### config.mk
export PLATFORM = sky130hd
export DESIGN_NAME = da_amp_sequencer
export DESIGN_NICKNAME = d
export VERILOG_FILES = /design/src/rtl/da_amp_sequencer.sv
export SDC_FILE = /design/constraint.sdc
export NUM_CORES = 1
export LEC_CHECK = 0
export ABC_AREA = 1
export ABC_CLOCK_PERIOD_IN_PS = 1810
export CELL_PAD_IN_SITES_DETAIL_PLACEMENT = 1
export CELL_PAD_IN_SITES_GLOBAL_PLACEMENT = 1
export CORE_ASPECT_RATIO = 0.9
export CORE_MARGIN = 10
export CORE_UTILIZATION = 40
export CTS_BUF_LIST = sky130_fd_sc_hd__clkbuf_16
export CTS_CLUSTER_SIZE = 40
export DETAILED_ROUTE_END_ITERATION = 10
export GPL_TIMING_DRIVEN = 0
export PLACE_DENSITY_LB_ADDON = 0.1
export SLEW_MARGIN = 15
export SYNTH_ARGS = -nofsm -noshare
export SYNTH_HDL_FRONTEND = slang
export SYNTH_SLANG_ARGS = --single-unit
### constraint.sdc
create_clock -name clk -period 1.81 [get_ports clk]
set_input_delay 0.362 -clock clk [delete_from_list [all_inputs] [get_ports clk]]
set_output_delay 0.362 -clock clk [all_outputs]
set_load 0.03 [all_outputs]
### src/rtl/da_amp_sequencer.sv
// da_amp_sequencer: round-robin serial DAC update sequencer for two 12-bit
// amplitude channels (A, B). Tracks the code last sent per channel and ships a
// 16-bit frame {ch, 3'b000, code[11:0]} whenever a channel differs from its
// synchronized target. One frame in flight at a time.
// Optional feature macro: DA_AMP_RAMP_EN -- slew limiting (STEP codes per
// frame) and tick pacing (one frame per channel per TICK_DIV-cycle tick).
// Debug: state_o exposes the FSM state (0=IDLE 1=LOAD 2=SHIFT 3=GAP).
module da_amp_sequencer #(
  parameter int CLK_DIV  = 4,
  parameter int STEP     = 16,
  parameter int TICK_DIV = 1000
) (
  input  logic        clk,
  input  logic        rst_n,
  input  logic [11:0] amp_a_i,
  input  logic [11:0] amp_b_i,
  output logic        dac_cs_n_o,
  output logic        dac_sclk_o,
  output logic        dac_din_o,
  output logic        busy_o,
  output logic [11:0] cur_a_o,
  output logic [11:0] cur_b_o,
  output logic [1:0]  state_o
);

  // Reject configurations the counters and ramp arithmetic cannot represent.
  if (CLK_DIV < 1 || STEP < 1 || STEP > 4095 || TICK_DIV < 2) begin : g_bad_cfg
    $error("da_amp_sequencer: illegal parameter set");
  end

  typedef enum logic [1:0] {IDLE = 2'd0, LOAD = 2'd1, SHIFT = 2'd2, GAP = 2'd3} state_t;

  localparam int CW = $clog2(2 * CLK_DIV + 1);

  state_t        state_q, state_d;
  logic [CW-1:0] cnt_q, cnt_d;      // CLK cycles within a half-period / gap
  logic [4:0]    phase_q, phase_d;  // SCLK half-period index, even = high
  logic [15:0]   sh_q, sh_d;        // frame word, MSB is on the wire
  logic          win_q, win_d;      // channel of the frame in flight (1 = B)
  logic [11:0]   next_q, next_d;    // code carried by the frame in flight
  logic          ptr_q, ptr_d;      // round-robin preference (1 = B)
  logic [11:0]   sync_a_q, ta_q, sync_b_q, tb_q;
  logic [11:0]   cur_a_q, cur_b_q;
  logic          cs_n_q, sclk_q, din_q, busy_q;
  logic          pend_a, pend_b, win_c, load, commit;
  logic [11:0]   na, nb;

`ifdef DA_AMP_RAMP_EN
  localparam int TW = $clog2(TICK_DIV);
  localparam logic signed [12:0] STEP_S = 13'(STEP);

  logic [TW-1:0] tick_cnt_q;
  logic          tick;
  logic [1:0]    seen_q, seen_d;    // a tick fired since the channel's last load

  // Move at most STEP codes toward the target; 13-bit signed so no wrap.
  function automatic logic [11:0] ramp_next(input logic [11:0] tgt, input logic [11:0] cur);
    logic signed [12:0] diff;
    diff = $signed({1'b0, tgt}) - $signed({1'b0, cur});
    if (diff > STEP_S)       return cur + 12'(STEP);
    else if (diff < -STEP_S) return cur - 12'(STEP);
    else                     return tgt;
  endfunction

  assign tick   = (tick_cnt_q == TW'(TICK_DIV - 1));
  assign pend_a = seen_q[0] && (ta_q != cur_a_q);
  assign pend_b = seen_q[1] && (tb_q != cur_b_q);
  assign na     = ramp_next(ta_q, cur_a_q);
  assign nb     = ramp_next(tb_q, cur_b_q);

  // Tick flags: a tick sets both, loading a channel clears its own (clear wins).
  always_comb begin
    seen_d = seen_q | {tick, tick};
    if (load) seen_d[win_c] = 1'b0;
  end

  // Free-running tick counter, independent of the FSM.
  always_ff @(posedge clk) begin
    if (!rst_n) begin
      tick_cnt_q <= '0;
      seen_q     <= '0;
    end else begin
      tick_cnt_q <= tick ? '0 : tick_cnt_q + 1'b1;
      seen_q     <= seen_d;
    end
  end
`else
  assign pend_a = (ta_q != cur_a_q);
  assign pend_b = (tb_q != cur_b_q);
  assign na     = ta_q;
  assign nb     = tb_q;
`endif

  // Both pending: pointer decides; otherwise the lone pending channel wins.
  assign win_c  = (pend_a && pend_b) ? ptr_q : pend_b;
  assign commit = (state_q == SHIFT) && (state_d == GAP);

  // Next-state logic: frame sequencing and bit-serial shift pacing.
  always_comb begin
    state_d = state_q;
    cnt_d   = cnt_q;
    phase_d = phase_q;
    sh_d    = sh_q;
    win_d   = win_q;
    next_d  = next_q;
    ptr_d   = ptr_q;
    load    = 1'b0;
    case (state_q)
      IDLE: begin
        if (pend_a || pend_b) begin
          state_d = LOAD;
          load    = 1'b1;
          win_d   = win_c;
          next_d  = win_c ? nb : na;
          sh_d    = {win_c, 3'b000, (win_c ? nb : na)};
          ptr_d   = ~ptr_q;
          cnt_d   = '0;
          phase_d = '0;
        end
      end
      LOAD: begin
        state_d = SHIFT;
        cnt_d   = '0;
        phase_d = '0;
      end
      SHIFT: begin
        // First low cycle of SCLK: present the next bit one cycle later.
        if (phase_q[0] && cnt_q == '0) sh_d = {sh_q[14:0], 1'b0};
        if (cnt_q == CW'(CLK_DIV - 1)) begin
          cnt_d = '0;
          if (phase_q == 5'd31) state_d = GAP;
          else                  phase_d = phase_q + 1'b1;
        end else begin
          cnt_d = cnt_q + 1'b1;
        end
      end
      GAP: begin
        if (cnt_q == CW'(2 * CLK_DIV - 1)) begin
          state_d = IDLE;
          cnt_d   = '0;
        end else begin
          cnt_d = cnt_q + 1'b1;
        end
      end
      default: state_d = IDLE;
    endcase
  end

  // Two-flop target synchronizers.
  always_ff @(posedge clk) begin
    if (!rst_n) begin
      sync_a_q <= '0;
      ta_q     <= '0;
      sync_b_q <= '0;
      tb_q     <= '0;
    end else begin
      sync_a_q <= amp_a_i;
      ta_q     <= sync_a_q;
      sync_b_q <= amp_b_i;
      tb_q     <= sync_b_q;
    end
  end

  // FSM/datapath registers; DAC pins registered from next state (glitch-free).
  always_ff @(posedge clk) begin
    if (!rst_n) begin
      state_q <= IDLE;
      cnt_q   <= '0;
      phase_q <= '0;
      sh_q    <= '0;
      win_q   <= 1'b0;
      next_q  <= '0;
      ptr_q   <= 1'b0;
      cur_a_q <= '0;
      cur_b_q <= '0;
      cs_n_q  <= 1'b1;
      sclk_q  <= 1'b0;
      din_q   <= 1'b0;
      busy_q  <= 1'b0;
    end else begin
      state_q <= state_d;
      cnt_q   <= cnt_d;
      phase_q <= phase_d;
      sh_q    <= sh_d;
      win_q   <= win_d;
      next_q  <= next_d;
      ptr_q   <= ptr_d;
      if (commit && !win_q) cur_a_q <= next_q;
      if (commit &&  win_q) cur_b_q <= next_q;
      cs_n_q  <= (state_d != SHIFT);
      sclk_q  <= (state_d == SHIFT) && !phase_d[0];
      din_q   <= (state_d == SHIFT) && sh_d[15];
      busy_q  <= (state_d != IDLE);
    end
  end

  assign dac_cs_n_o = cs_n_q;
  assign dac_sclk_o = sclk_q;
  assign dac_din_o  = din_q;
  assign busy_o     = busy_q;
  assign cur_a_o    = cur_a_q;
  assign cur_b_o    = cur_b_q;
  assign state_o    = state_q;

endmodule
run_1/clocks.png
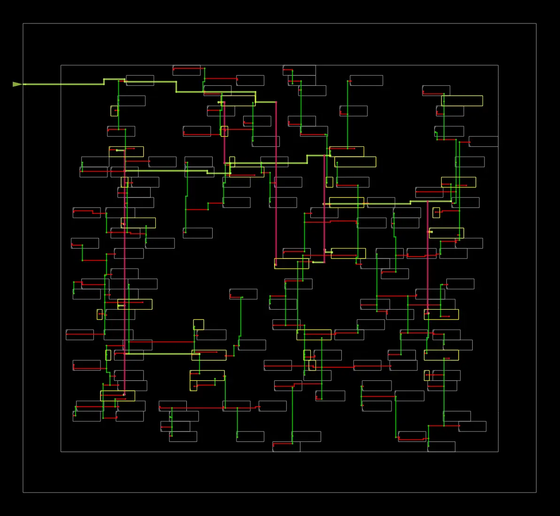
CTS buffer count: 17
Clk. pwr: 0.00314 W
Worst Skew: 0.00627 ns

run_1/clk_routes.png
The bar under the picture is 50 um long.
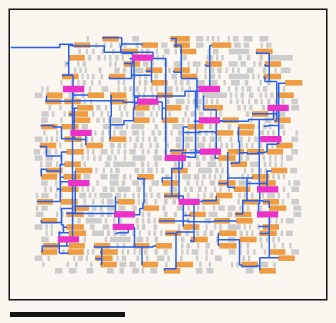
flip-flops -> orange  # count 117
clock wires -> blue  # length 1,610 um
clock drivers -> magenta  # count 17
flops lie = widely spread
routed clock nets = 18

run_1/sizes.png
The bar under the picture is 50 um long.
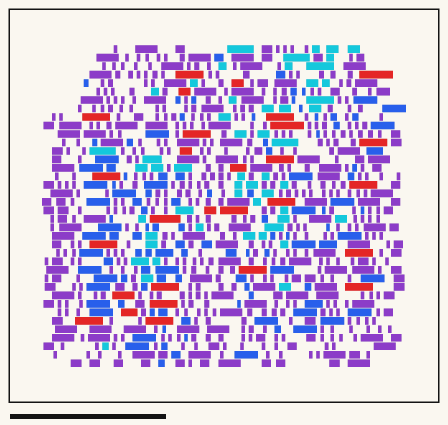
_6 and larger -> red  # cells 28
_3 and _4 cells -> cyan  # cells 52
_2 cells -> blue  # cells 112
_0 and _1 cells -> purple  # cells 602

==> impl_metrics.json <==
{
  "status": "finished clean",
  "fin_util_pct": 55.7,
  "fp_nets": 720,
  "yosys.area.top_type_share_pct": 47.4,
  "grt_pass1_wl_mm": 24.9,
  "netlist_instances": 690,
  "worstSetupStartpointType": "register",
  "setup_viol": 0,
  "warning_count": 29,
  "ys_chip_area_sq_mm": 0.00494,
  "gp_congestion": 0.859,
  "nets": 811,
  "first_pass_iters": 4,
  "ioPinCount": 56,
  "grt_pass1_vias": 4871,
  "yosysWarnings": 0,
  "grt_max_degree": 17,
  "drc": 0,
  "grt_overflow_total": 0,
  "required_ns": 2.11,
  "cp.arrival_ns": 2.11,
  "ys_cells": 690,
  "synth-edff-count": 0,
  "n_antenna_cell": 0,
  "cts_tree": "done",
  "path_cells": "ha_4 > nand2_4 > nor2_4 > ha_4 > inv_2 > nor2_4 > inv_2 > nor2_4 > inv_4 > buf_8 > o21ai_2 > a21oi_2",
  "layout_min_cycle_time_ns": 1.81,
  "clk_latency_ns": 0.42,
  "drt-initial-drc-count": 251,
  "htree_levels": 4,
  "yosysSeqAreaShare_pct": 47.4,
  "syn_to_final_growth_pct": 36.2,
  "syn_area_sq_mm": 0.00494,
  "final_cell_mix": "189 x nand2_1, 93 x inv_1, 79 x dfxtp_1, 54 x nor2_1, 45 x a21oi_1",
  "drv_slew": 0,
  "viasPerCell": 4.86,
  "global_route.usage.total_pct": 18.5,
  "crit_path_end_kind": "register",
  "die_x_um": 137,
  "vias": 4640,
  "drive_gt1_share_pct": 24.2,
  "crit_slowest_cell": "dfxtp_4",
  "wire_per_inst_um": 16.8,
  "ant_nets": 0,
  "yosysMostFrequentCell": "nand2_1",
  "yosysTopAreaCell": "dfxtp_1",
  "cts_buffer_depth": 2,
  "avgSynthCellArea_sq_um": 7.16,
  "hold-worst-slack_ns": 0.409,
  "p_leak_nw": 3.30,
  "antenna_found_initial": 0,
  "async_reset_ff_share_pct": 0,
  "clkTransAtPathRegs_ns": 0.05,
  "yosys_most_used_dff": "dfxtp_1",
  "coreArea_sq_mm": 0.0121,
  "common_cells": "201 x nand2_1, 117 x dfxtp_1, 97 x inv_1",
  "worst-slew-pin-transition_ns": 0.768,
  "fmax_mhz": 553,
  "irDropWorstVdd_mv": 0.738,
  "dpl.hpwl_mm": 11.0,
  "hold_viol": 0,
  "layout_top_cell": "nand2_1",
  "max_slew_margin_pct": 48.8,
  "die_h_um": 125,
  "yosysUniqueCellTypes": 29,
  "nFillCells": 1528,
  "clockRootBuffer": "clkbuf_16",
  "hp-class": "reg -> reg",
  "powerDensity_mw_per_mm2": 1070,
  "wirelength_mm": 16.1,
  "area_leaders": "dfxtp_1 47%, nand2_1 15%, inv_1 7.4%",
  "num_rows": 38,
  "finalCritPeriodShare_pct": 99.8,
  "io_buffers": 54,
  "cts_sinks": 117,
  "slowest_delay_ns": 0.36,
  "fp_util_pct": 40.9,
  "ys_seq_elements": 117,
  "chipArea_sq_mm": 0.0172,
  "critical_path_class": "reg -> reg",
  "rsz0062_at_grt": "yes",
  "cpMostUsedCell": "nor2_4",
  "worstPathMaxFanout": 5,
  "timing.max_cap.violations": 0
}
## run 1: registers in the layout (all words and copies together), names as in the netlist, 5 cells and up
register / cells
sync_a_q: 12
sh_q: 16
na: 12
cur_b_o: 12
sync_b_q: 12
nb: 12
cur_a_o: 12
phase_q: 5
next_q: 12
## run 1: worst max-delay path: cells and delay by family, from the launching register on
family / cells / cell delay [ns]
compound gates: 2 / 0.18
fa+ha+maj: 2 / 0.31
flops: 1 / 0.36
simple gates: 4 / 0.49
buf+inv: 4 / 0.36
## run 1: area by class of cell
cell class	instances	area (sq um)	area share [%]
clock inverters	15	123	1.82
repair buffers	72	678	10.1
well taps	160	200	2.98
plain buffers	27	190	2.83
flip-flops and latches	117	2400	35.7
clock buffers	17	425	6.33
multi-input cells	435	2290	34.0
inverters	111	419	6.23
## run 1: cells by family (layout without fill, tap and decap cells)
kind of cell,count (synthesis),count (layout),synth area share (%)
compound gates,89,89,9.58
simple gates,332,332,28.5
fa+ha+maj,4,4,1.01
xor+xnor,10,10,1.77
buf+inv,138,242,11.7
flops,117,117,47.4
## run 1: power breakdown
group | internal (W) | switching (W)
registers | 0.00275 | 0.000139
logic | 0.000448 | 0.000747
clock network | 0.00198 | 0.00117
## run 1: layer usage
layer | vias to the layer above | global-route usage, % | routed length [um]
li1 | 2279 | - | -
met5 | - | 0 | 0
met2 | 100 | 30.2 | 7780
met1 | 2230 | 22.6 | 7050
met4 | 0 | 7.93 | 398
met3 | 31 | 4.28 | 820
## run 1: metrics by stage
step | setup slack [ns] | total power, W | area (sq um) | std cells | setup TNS [ns]
6_report | 0.00326 | 0.00722 | 6720 | 954 | 0
5_1_grt | -0.0888 | 0.00753 | 6720 | 954 | -1.49
4_1_cts | -0.000704 | 0.00714 | 6370 | 941 | -0.000704
3_5_place_dp | -0.301 | 0.00392 | 5680 | 904 | -5.99
3_3_place_gp | -0.275 | 0.00390 | 5680 | 904 | -4.54
2_1_floorplan | 0.101 | 0.00357 | 4940 | 690 | 0
## run 1: path summary, 6_finish.rpt
check | startpoint | endpoint | slack [ns] | cells after the start
worst max-delay path | phase_q[1]$_SDFFE_PN0P_ | cur_a_o[9]$_SDFFE_PN0P_ | 0.003 | 12
worst min register to register | sync_a_q[9]$_SDFF_PN0_ | na[9]$_SDFF_PN0_ | 0.41 | 2
worst min-delay path | sync_a_q[9]$_SDFF_PN0_ | na[9]$_SDFF_PN0_ | 0.41 | 2
worst max register to register | phase_q[1]$_SDFFE_PN0P_ | cur_a_o[9]$_SDFFE_PN0P_ | 0.003 | 12
## run 1: repair_timing
action                                  CTS  global route
cloned                                    1             2
hold buffers                              0             0
endpoints found under the setup margin   62            57
buffers inserted                          4            11
gates resized                            62           100
pin swaps                                 8            14
No activity file was given, so power comes from the tool's default toggle rates.
